$ cat src/rtl/alu_divider_seq_pkg.sv
// Shared ALU/divider definitions: ALU function codes, divider state encoding, width.
// Latency: n/a (constants and types only).
// Backpressure: n/a.
package alu_pkg;

    localparam int DIV_WIDTH = 32;

    // ALU function codes, shared with the ALU and the ALU control decoder
    localparam logic [5:0] ALU_ADD = 6'd32;
    localparam logic [5:0] ALU_SUB = 6'd34;
    localparam logic [5:0] ALU_AND = 6'd36;
    localparam logic [5:0] ALU_OR  = 6'd37;
    localparam logic [5:0] ALU_SLT = 6'd42;

    typedef enum logic [1:0] {
        DIV_IDLE = 2'd0,
        DIV_ITER = 2'd1,
        DIV_DONE = 2'd2
    } div_state_e;

endpackage

$ cat src/rtl/alu_divider_seq_if.sv
// Divider request/result bus plus the ALU operand/function/result bus.
// Latency: n/a (wiring only); alu_result returns combinationally in the same cycle.
// Backpressure: none; start is only honoured while the divider is not iterating.
// Ports: master = divider side (drives busy/done/results and ALU operands),
//        slave  = core/ALU side (drives start/operands and alu_result).
interface alu_divider_seq_if
    import alu_pkg::*;
#(
    parameter int WIDTH = DIV_WIDTH
);
    logic             start;
    logic [WIDTH-1:0] dividend;
    logic [WIDTH-1:0] divisor;
    logic             busy;
    logic             done;
    logic [WIDTH-1:0] quotient;
    logic [WIDTH-1:0] remainder;
    logic [WIDTH-1:0] alu_a;
    logic [WIDTH-1:0] alu_b;
    logic [5:0]       alu_signal;
    logic [WIDTH-1:0] alu_result;

    modport master (
        input  start, dividend, divisor, alu_result,
        output busy, done, quotient, remainder, alu_a, alu_b, alu_signal
    );

    modport slave (
        output start, dividend, divisor, alu_result,
        input  busy, done, quotient, remainder, alu_a, alu_b, alu_signal
    );
endinterface

$ cat src/rtl/alu_divider_seq_div_step.sv
// One restoring-division step: shift R:Q left, decide subtract, pick next R and Q.
// Latency: combinational.
// Backpressure: n/a.
// Ports: r_i/q_i/d_i current state, alu_result_i = S - D from the ALU;
//        s_o shifted partial remainder, ge_o quotient bit, r_next_o/q_next_o next state.
module div_step #(
    parameter int WIDTH = 32
) (
    input  logic [WIDTH-1:0] r_i,
    input  logic [WIDTH-1:0] q_i,
    input  logic [WIDTH-1:0] d_i,
    input  logic [WIDTH-1:0] alu_result_i,
    output logic [WIDTH-1:0] s_o,
    output logic             ge_o,
    output logic [WIDTH-1:0] r_next_o,
    output logic [WIDTH-1:0] q_next_o
);
    logic carry;

    assign s_o   = {r_i[WIDTH-2:0], q_i[WIDTH-1]};
    // The bit shifted out of R is the 33rd bit of the partial remainder; when
    // set, S exceeds D regardless of the low 32 bits.
    assign carry = r_i[WIDTH-1];
    // Unsigned compare done locally: the ALU SLT is signed.
    assign ge_o  = carry | (s_o >= d_i);
    // Low bits of the ALU difference are exact even when carry is set.
    assign r_next_o = ge_o ? alu_result_i : s_o;
    assign q_next_o = {q_i[WIDTH-2:0], ge_o};
endmodule

$ cat src/rtl/alu_divider_seq.sv
// Iterative unsigned divider (DIVU) that borrows the datapath ALU for its subtracts.
// Latency: done 33 cycles after an accepted start (1 cycle for divide-by-zero).
// Backpressure: start ignored while busy; accepted in IDLE or in the DONE cycle.
// Ports: clk, reset (sync, active-high), bus = divider master side of the request/ALU bus.
module alu_divider_seq
    import alu_pkg::*;
#(
    parameter int WIDTH = DIV_WIDTH
) (
    input  logic               clk,
    input  logic               reset,
    alu_divider_seq_if.master  bus
);
    localparam logic [1:0] IDLE = DIV_IDLE;
    localparam logic [1:0] ITER = DIV_ITER;
    localparam logic [1:0] DONE = DIV_DONE;
    localparam logic [4:0] CNT_LAST = 5'(WIDTH - 1);

    logic [1:0]       state_q, state_d;
    logic [WIDTH-1:0] r_q, r_d;
    logic [WIDTH-1:0] q_q, q_d;
    logic [WIDTH-1:0] d_q, d_d;
    logic [WIDTH-1:0] quo_q, quo_d;
    logic [WIDTH-1:0] rem_q, rem_d;
    logic [4:0]       cnt_q, cnt_d;

    logic [WIDTH-1:0] step_s;
    logic [WIDTH-1:0] step_r;
    logic [WIDTH-1:0] step_q;
    // ge is already folded into step_q; nothing else in the top needs it.
    logic             step_ge_unused;
    logic             accept;

    div_step #(.WIDTH(WIDTH)) u_step (
        .r_i          (r_q),
        .q_i          (q_q),
        .d_i          (d_q),
        .alu_result_i (bus.alu_result),
        .s_o          (step_s),
        .ge_o         (step_ge_unused),
        .r_next_o     (step_r),
        .q_next_o     (step_q)
    );

    assign accept = bus.start && (state_q != ITER);

    always_comb begin
        state_d = state_q;
        r_d     = r_q;
        q_d     = q_q;
        d_d     = d_q;
        quo_d   = quo_q;
        rem_d   = rem_q;
        cnt_d   = cnt_q;

        case (state_q)
            ITER: begin
                r_d   = step_r;
                q_d   = step_q;
                cnt_d = cnt_q + 5'd1;
                if (cnt_q == CNT_LAST) begin
                    quo_d   = step_q;
                    rem_d   = step_r;
                    state_d = DONE;
                end
            end
            DONE:    state_d = IDLE;
            default: state_d = IDLE;
        endcase

        // A start in DONE overrides the return to IDLE for back-to-back use.
        if (accept) begin
            q_d   = bus.dividend;
            r_d   = '0;
            d_d   = bus.divisor;
            cnt_d = '0;
            if (bus.divisor == '0) begin
                quo_d   = '1;
                rem_d   = bus.dividend;
                state_d = DONE;
            end else begin
                state_d = ITER;
            end
        end
    end

    always_ff @(posedge clk) begin
        if (reset) begin
            state_q <= IDLE;
            r_q     <= '0;
            q_q     <= '0;
            d_q     <= '0;
            quo_q   <= '0;
            rem_q   <= '0;
            cnt_q   <= '0;
        end else begin
            state_q <= state_d;
            r_q     <= r_d;
            q_q     <= q_d;
            d_q     <= d_d;
            quo_q   <= quo_d;
            rem_q   <= rem_d;
            cnt_q   <= cnt_d;
        end
    end

    assign bus.busy       = (state_q == ITER);
    assign bus.done       = (state_q == DONE);
    assign bus.quotient   = quo_q;
    assign bus.remainder  = rem_q;
    // ALU operands come from registered state only, so the ALU round trip
    // through alu_result has no combinational loop.
    assign bus.alu_a      = (state_q == ITER) ? step_s : '0;
    assign bus.alu_b      = (state_q == ITER) ? d_q : '0;
    assign bus.alu_signal = (state_q == ITER) ? ALU_SUB : ALU_ADD;
endmodule
$ cat src/flat_wrapper.sv
// flat-port wrapper written by rule: the top's interface ports become plain ports
module alu_divider_seq_flat import alu_pkg::*;
#(
    parameter int WIDTH = DIV_WIDTH
)
  (clk, reset, bus_start, bus_dividend, bus_divisor, bus_alu_result, bus_busy, bus_done, bus_quotient, bus_remainder, bus_alu_a, bus_alu_b, bus_alu_signal);
  alu_divider_seq_if #(.WIDTH(WIDTH)) bus_i ();
  input  logic clk;
  input  logic reset;
  input wire logic [$bits(bus_i.start)-1:0] bus_start;
  input wire logic [$bits(bus_i.dividend)-1:0] bus_dividend;
  input wire logic [$bits(bus_i.divisor)-1:0] bus_divisor;
  input wire logic [$bits(bus_i.alu_result)-1:0] bus_alu_result;
  output wire logic [$bits(bus_i.busy)-1:0] bus_busy;
  output wire logic [$bits(bus_i.done)-1:0] bus_done;
  output wire logic [$bits(bus_i.quotient)-1:0] bus_quotient;
  output wire logic [$bits(bus_i.remainder)-1:0] bus_remainder;
  output wire logic [$bits(bus_i.alu_a)-1:0] bus_alu_a;
  output wire logic [$bits(bus_i.alu_b)-1:0] bus_alu_b;
  output wire logic [$bits(bus_i.alu_signal)-1:0] bus_alu_signal;
  assign bus_i.start = bus_start;
  assign bus_i.dividend = bus_dividend;
  assign bus_i.divisor = bus_divisor;
  assign bus_i.alu_result = bus_alu_result;
  assign bus_busy = bus_i.busy;
  assign bus_done = bus_i.done;
  assign bus_quotient = bus_i.quotient;
  assign bus_remainder = bus_i.remainder;
  assign bus_alu_a = bus_i.alu_a;
  assign bus_alu_b = bus_i.alu_b;
  assign bus_alu_signal = bus_i.alu_signal;
  alu_divider_seq #(.WIDTH(WIDTH)) u_core (.clk(clk), .reset(reset), .bus(bus_i));
endmodule
$ cat config.mk
export PLATFORM = sky130hd
export DESIGN_NAME = alu_divider_seq_flat
export DESIGN_NICKNAME = d
export VERILOG_FILES = /design/src/rtl/alu_divider_seq_pkg.sv /design/src/rtl/alu_divider_seq_if.sv /design/src/rtl/alu_divider_seq_div_step.sv /design/src/rtl/alu_divider_seq.sv /design/src/flat_wrapper.sv
export SDC_FILE = /design/constraint.sdc
export NUM_CORES = 1
export LEC_CHECK = 0
export CORE_AREA = 4 4 154 156
export DETAILED_ROUTE_END_ITERATION = 7
export DIE_AREA = 0 0 158 160
export PLACE_DENSITY = 0.69
export SLEW_MARGIN = 20
export SYNTH_ARGS = -nofsm -noshare
export SYNTH_HDL_FRONTEND = slang
export SYNTH_SLANG_ARGS = --single-unit
export TNS_END_PERCENT = 100
$ cat constraint.sdc
create_clock -name clk -period 3.05 [get_ports clk]
set_input_delay 0.305 -clock clk [delete_from_list [all_inputs] [get_ports clk]]
set_output_delay 0.305 -clock clk [all_outputs]
set_load 0.02 [all_outputs]
Fig. 1: run 1, met3 routing
Bar = 50 um. Cells faint in the background.
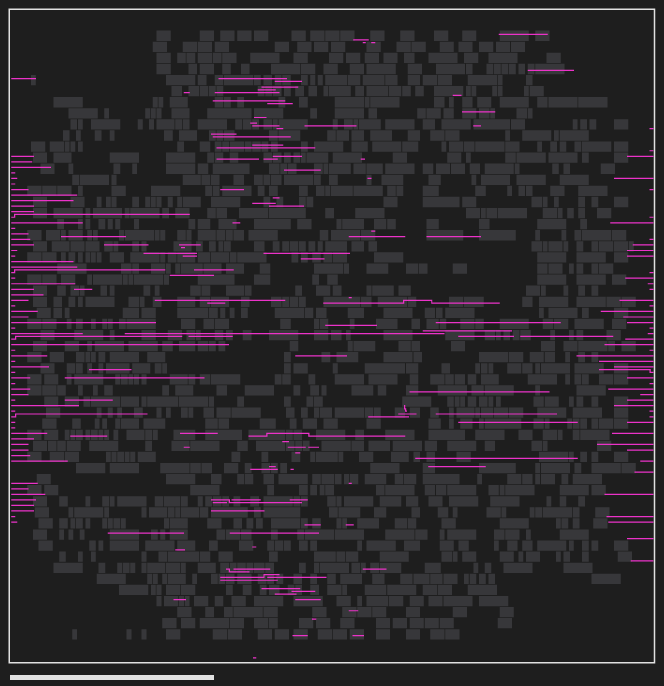
main direction: horizontal
share of all routed wire: 7.1%
nets with wire on the layer: 187
wire length on this layer: 2010 um

Fig. 2: run 1, signal wires by layer
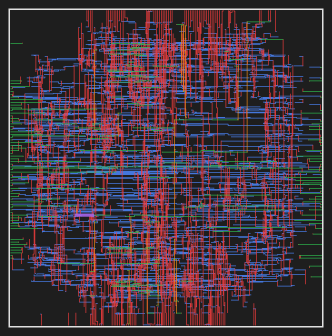
[green] metal 3 | wire length: 2010 um
[blue] metal 1 | wire length: 13600 um
[orange] metal 4 | wire length: 518 um
[red] metal 2 | wire length: 12300 um
[purple] metal 5 | wire length: 8.30 um
GRT Util Overall: 22.2%
Post-Route WL: 28400 um
DR vias: 8463
Wirelength per Cell: 18.3 um

Fig. 3: run 1, routed clock nets over the placement
Bar = 50 um.
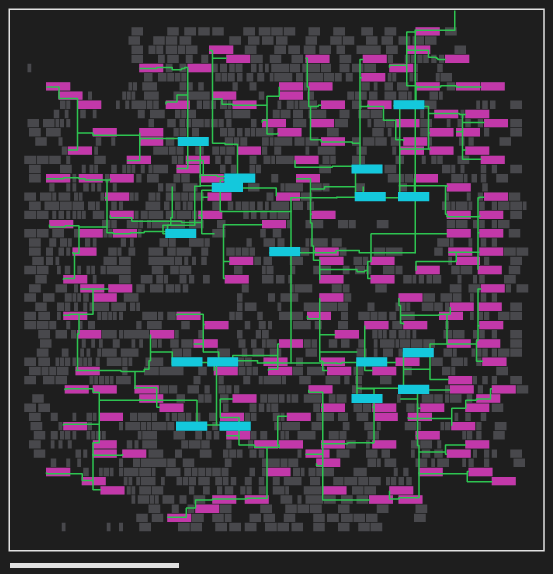
[magenta] flip-flops | count: 167
[cyan] clock drivers | count: 17
[green] clock wires | length: 2190 um
routed clock nets: 18
flops lie: widely spread
clk pwr: 2130 uW
Insertion Delay late pin: 0.42 ns
Clk pwr share: 37.4%
Clock Skew: 0.0110 ns

Fig. 4: run 1, M2 wires
Cells faint in the background.
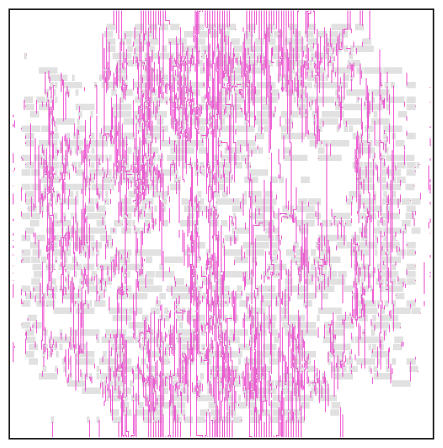
nets with wire on the layer: 1087
main direction: vertical

==> Slide: Implementation Results, run 1 <==
Flow Results at a Glance

Setup path
  • R2R setup slack: 0.39 ns
  • Crit path DRT: between 2 and 3 ns

Place
  • Area after DPL: between 10000 and 15000 um2

Floorplanning
  • Placeable core area: 22400 um2
  • # Taps: around 290
  • Initial Util: 39.7%

Flow run
  • Max_cap viols: 0
  • Tally of OpenROAD warnings: 28

Min path
  • HP Class: in -> reg
  • Hold Crit Depth: 2
  • Hold Startpoint: reset

Clock network
  • Bufs on Longest Clock Path: 2
  • CTS tree: yes
  • Clk slew on worst S/H paths: about 0.070 ns
  • H-tree Lvls: 4
  • Clock root buffer: clkbuf_16
  • CTS Hold Bufs: 0
  • Post-CTS setup buffer count: 0
  • Total CTS buffers: 17

Global routing
  • First-pass GRT wire length: ~45000 um
  • Largest net degree at the start of global routing: 102
  • GRT overflow: 0
  • Vias in the first global route: roughly 8000

Drt
  • Highest Signal Layer: met5
  • # DRC: 0
  • WL met3: 2010 um
  • Post-Route M1 WL: 13600 um

Logic synthesis
  • Main area contributors after synthesis: dfxtp_1, o221ai_2, ha_1
  • YS chip area: 8880 um2
  • Mux share: roughly 3.5%
  • Synth flops: ~170
  • Xor/xnor share: less than 1%
  • Asr flop ratio synth: 0%
  • Synth Seq Share: a little under two fifths
  • Syn_area_per_cell: 8.30 um2
  • Ys cells: between 1000 and 1500

Finish
  • Layout clock buffers: 18
  • Invs w/o clock: 34
  • Largest class: multi-input combinational cells

Run status
  • Status: finished clean

Pwr
  • Switching share of power: between 30% and 40%
  • Total Power: about 5700 uW

Final timing
  • RSZ-0062 raised after global routing: false
run 1: worst max-delay path: stages, from the launching register on:
cell             delay [ns]
dfxtp_1                0.31
nand2b_4               0.33
inv_2                  0.31
buf_12                 0.29
and2_1                 0.21
clkdlybuf4s50_1        0.62
run 1: placed cells by master, fill, tap and decap left out, types with 2 or more instances in the layout:
cell type,synthesis,final
buf_12,0,4
nor2_1,100,100
clkdlybuf4s50_1,0,227
and3_4,7,7
a21oi_1,50,50
clkbuf_16,0,17
clkinvlp_4,0,6
and2_1,35,35
nor4_1,6,6
inv_1,33,33
buf_4,10,36
a31oi_1,32,32
a21oi_2,29,29
ha_1,34,34
xor2_1,2,2
nor2_4,1,2
o21ai_1,5,5
o21ai_0,63,63
a211oi_1,33,33
nand2b_1,3,2
inv_6,0,4
nor4_2,2,2
nand4_1,40,40
dfxtp_1,167,167
nor2b_1,4,4
mux2i_1,31,31
and3_1,26,26
a21o_1,3,3
inv_8,0,2
o221ai_1,3,3
nor3_1,63,63
o221ai_2,30,30
nand2_1,109,108
nand3_1,34,34
conb_1,2,5
diode_2,0,2
run 1: power by group through the flow:
stage	logic (uW)	clock network (uW)	registers, uW
floorplan	750	0	2380
CTS	1190	2170	2350
global placement	1140	0	2400
detailed placement	1180	0	2400
global route	1300	2260	2370
finish	1190	2130	2360
run 1: state kept, by name (all words and copies together) (netlist names):
name and count:
u_core.state_q 2, u_core.cnt_q 5, u_core.r_q 32, u_core.d_q 32, u_core.bus.quotient 32, u_core.bus.remainder 32, u_core.q_q 32
run 1: worst max-delay path by stage:
stage	from	end	cells past startpoint
CTS	u_core.state_q[1]	bus_alu_a[3]	5
detailed placement	u_core.d_q[25]	u_core.bus.remainder[5]	9
global route	u_core.state_q[0]	bus_alu_a[12]	5
global placement	u_core.d_q[25]	u_core.bus.remainder[31]	8
finish	u_core.state_q[1]	bus_alu_a[13]	5
floorplan	u_core.d_q[25]	u_core.bus.remainder[10]	9
run 1: per-layer routing:
metal / vias to the layer above / global-route usage (%)
met4: 2 / 6.71
met3: 34 / 4.80
li1: 4193 / -
met5: - / 0
met2: 321 / 32.1
met1: 3913 / 32.9
run 1: per-stage QoR:
stage                     std cells  utilization (%)  setup slack, ns
final                          1555             53.4            0.237
after global routing           1555             53.4           0.0927
after CTS                      1553             53.4            0.218
after detailed placement       1521             50.9            0.382
after global placement         1520             50.7            0.208
after floorplan                1072                -            0.881
run 1: synth_stat cells (2+ instances only):
library cell / number
buf_2: 15
nor2_1: 100
a31oi_1: 32
nand4_1: 40
clkbuf_1: 65
a211oi_1: 33
and3_1: 26
inv_1: 33
dfxtp_1: 167
a21oi_2: 29
nand2b_1: 3
buf_4: 10
a21oi_1: 50
o21ai_0: 63
nor4_1: 6
nor3_1: 63
nor4_2: 2
xor2_1: 2
o21ai_1: 5
and3_4: 7
ha_1: 34
o221ai_1: 3
mux2i_1: 31
and2_1: 35
conb_1: 2
buf_6: 12
buf_1: 3
o221ai_2: 30
nand3_1: 34
nor2b_1: 4
a21o_1: 3
nand2_1: 109
## Run 2: what changed since run 1
SYNTH_HIERARCHICAL = 1   (was default)
Fig. 5: run 2, signal wires by layer
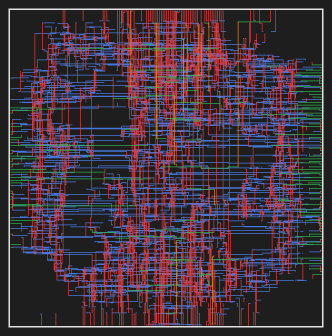
[blue] metal 1 | wire length: 13100 um
[orange] metal 4 | wire length: 477 um
[green] metal 3 | wire length: 1570 um
[red] metal 2 | wire length: 11500 um

==> Slide: Implementation Results, run 2 <==
Flow Results at a Glance

Logic synthesis
  • Mapped Cells: approximately 1100
  • Main area contributors after synthesis: dfxtp_1, nand2_1, mux2i_1
  • Asr flop ratio synth: 0%
  • Synth Seq Share: between 30% and 40%
  • Commonest cells in the netlist: nand2_1, dfxtp_1, a21oi_1
  • Most common cell in the synthesized netlist: nand2_1
  • Post-synth EDFFs: 0
  • Synth flops: about 170
  • YS chip area: between 8000 and 9000 um2
  • Syn_area_per_cell: around 8.4 um2
  • Ys cells: ~1100

Finish
  • Most frequent logic cell in the layout: clkdlybuf4s50_1
  • Top Layout Cells: clkdlybuf4s50_1, nand2_1, dfxtp_1, a21oi_1, and2_1
  • Finished Core Util: 50.9%

Setup path
  • Crit path DRT: around 3.3 ns

Drt
  • DR vias: 7623
  • # DRC: 0
  • Post-Route WL: between 20000 and 30000 um

Clock network
  • Total CTS buffers: 17
  • Clock root buffer: clkbuf_16
  • CTS Hold Bufs: 0
  • Bufs on Longest Clock Path: 2
  • Clk slew on worst S/H paths: approximately 0.070 ns
  • Insertion Delay late pin: roughly 0.42 ns
  • CTS tree: yes
  • H-tree Lvls: 4

Place
  • Place WS: ~0.15 ns
  • Area after DPL: between 10000 and 15000 um2

Global routing
  • Vias in the first global route: roughly 7300
  • GRT overflow: 0
  • Largest net degree at the start of global routing: about 100
  • GRT Util Overall: roughly a fifth
  • First-pass GRT wire length: about 42000 um

Flow run
  • Max_cap viols: 0
  • Tally of OpenROAD warnings: 28

Final timing
  • RSZ-0062 raised after global routing: true
  • Final setup margin: around 0.19 ns
  • Clock Skew: around 0.013 ns
  • Final tally of hold violations: 0

Pwr
  • Total Power: slightly above 5000 uW

Run status
  • Status: finished clean

Floorplanning
  • Initial Util: between 30% and 40%
  • Placeable core area: 22400 um2

Min path
  • HP Class: in -> reg
-- run 2: final cells by class --
type / count / area (um2)
Multi-Input combinational cell: 703 / 4510
Antenna cell: 1 / 2.50
Tap cell: 285 / 357
Sequential cell: 167 / 3340
Inverter: 34 / 128
Clock buffer: 19 / 443
Clock inverter: 13 / 145
Fill cell: 2095 / 11000
Timing Repair Buffer: 248 / 2450
-- run 2: power by group --
group	total, uW	switching, uW	internal (uW)
Clock	2180	939	1240
Combinational	671	363	308
Sequential	2310	58.6	2250
-- run 2: routing by layer --
metal | track usage (%) | up-vias | wire length [um]
li1 | - | 3786 | -
met4 | 5.97 | 0 | 476
met3 | 4.85 | 31 | 1570
met2 | 30.1 | 239 | 11500
met1 | 30.6 | 3567 | 13100
met5 | 0 | - | 0
-- run 2: worst paths after layout --
path / startpoint / to / slack [ns] / cells past startpoint
worst max-delay path: u_core/q_q[31] / u_core/bus.remainder[20] / 0.19 / 11
worst min register to register: u_core/d_q[27] / u_core/d_q[27] / 0.47 / 2
worst min-delay path: reset / u_core/bus.quotient[0] / 0.08 / 2
worst max register to register: u_core/q_q[31] / u_core/bus.remainder[20] / 0.19 / 11
-- run 2: timing repair --
action,4_1_cts,5_1_grt
setup endpoints to repair,0,32
setup buffers,0,0
hold endpoints to repair,0,0
gates resized,0,2
-- run 2: logic make-up (layout without fill, tap and decap cells) --
kind of cell / after synthesis / count (layout) / share of synthesized area, %
DFF: 167 / 167 / 37.8
AOI/OAI and AO/OA: 188 / 188 / 14.2
adders and majority gates: 35 / 35 / 4.95
buffers and inverters: 186 / 314 / 11.5
other: 2 / 6 / 0.0849
and+or+nand+nor: 376 / 376 / 19.8
muxes: 96 / 96 / 11.3
xor gates and xnor gates: 3 / 3 / 0.297
-- run 2: critical path, stage by stage (launching register included) --
cell and delay [ns]:
dfxtp_1 0.33, inv_1 0.05, ha_1 0.27, nand2b_1 0.15, a2111oi_2 0.36, nor4b_1 0.10, o41a_1 0.35, nor3_4 0.21
buf_12 0.25, mux2_2 0.38, mux2i_1 0.16, a211oi_2 0.09
-- run 2: stage by stage --
step	cells	setup TNS, ns
after floorplan	1056	0
after global placement	1437	0
after detailed placement	1437	0
after CTS	1469	0
after global routing	1470	-0.0125
final	1470	0
Power figures rest on the tool's default switching activity, not on a simulated workload.
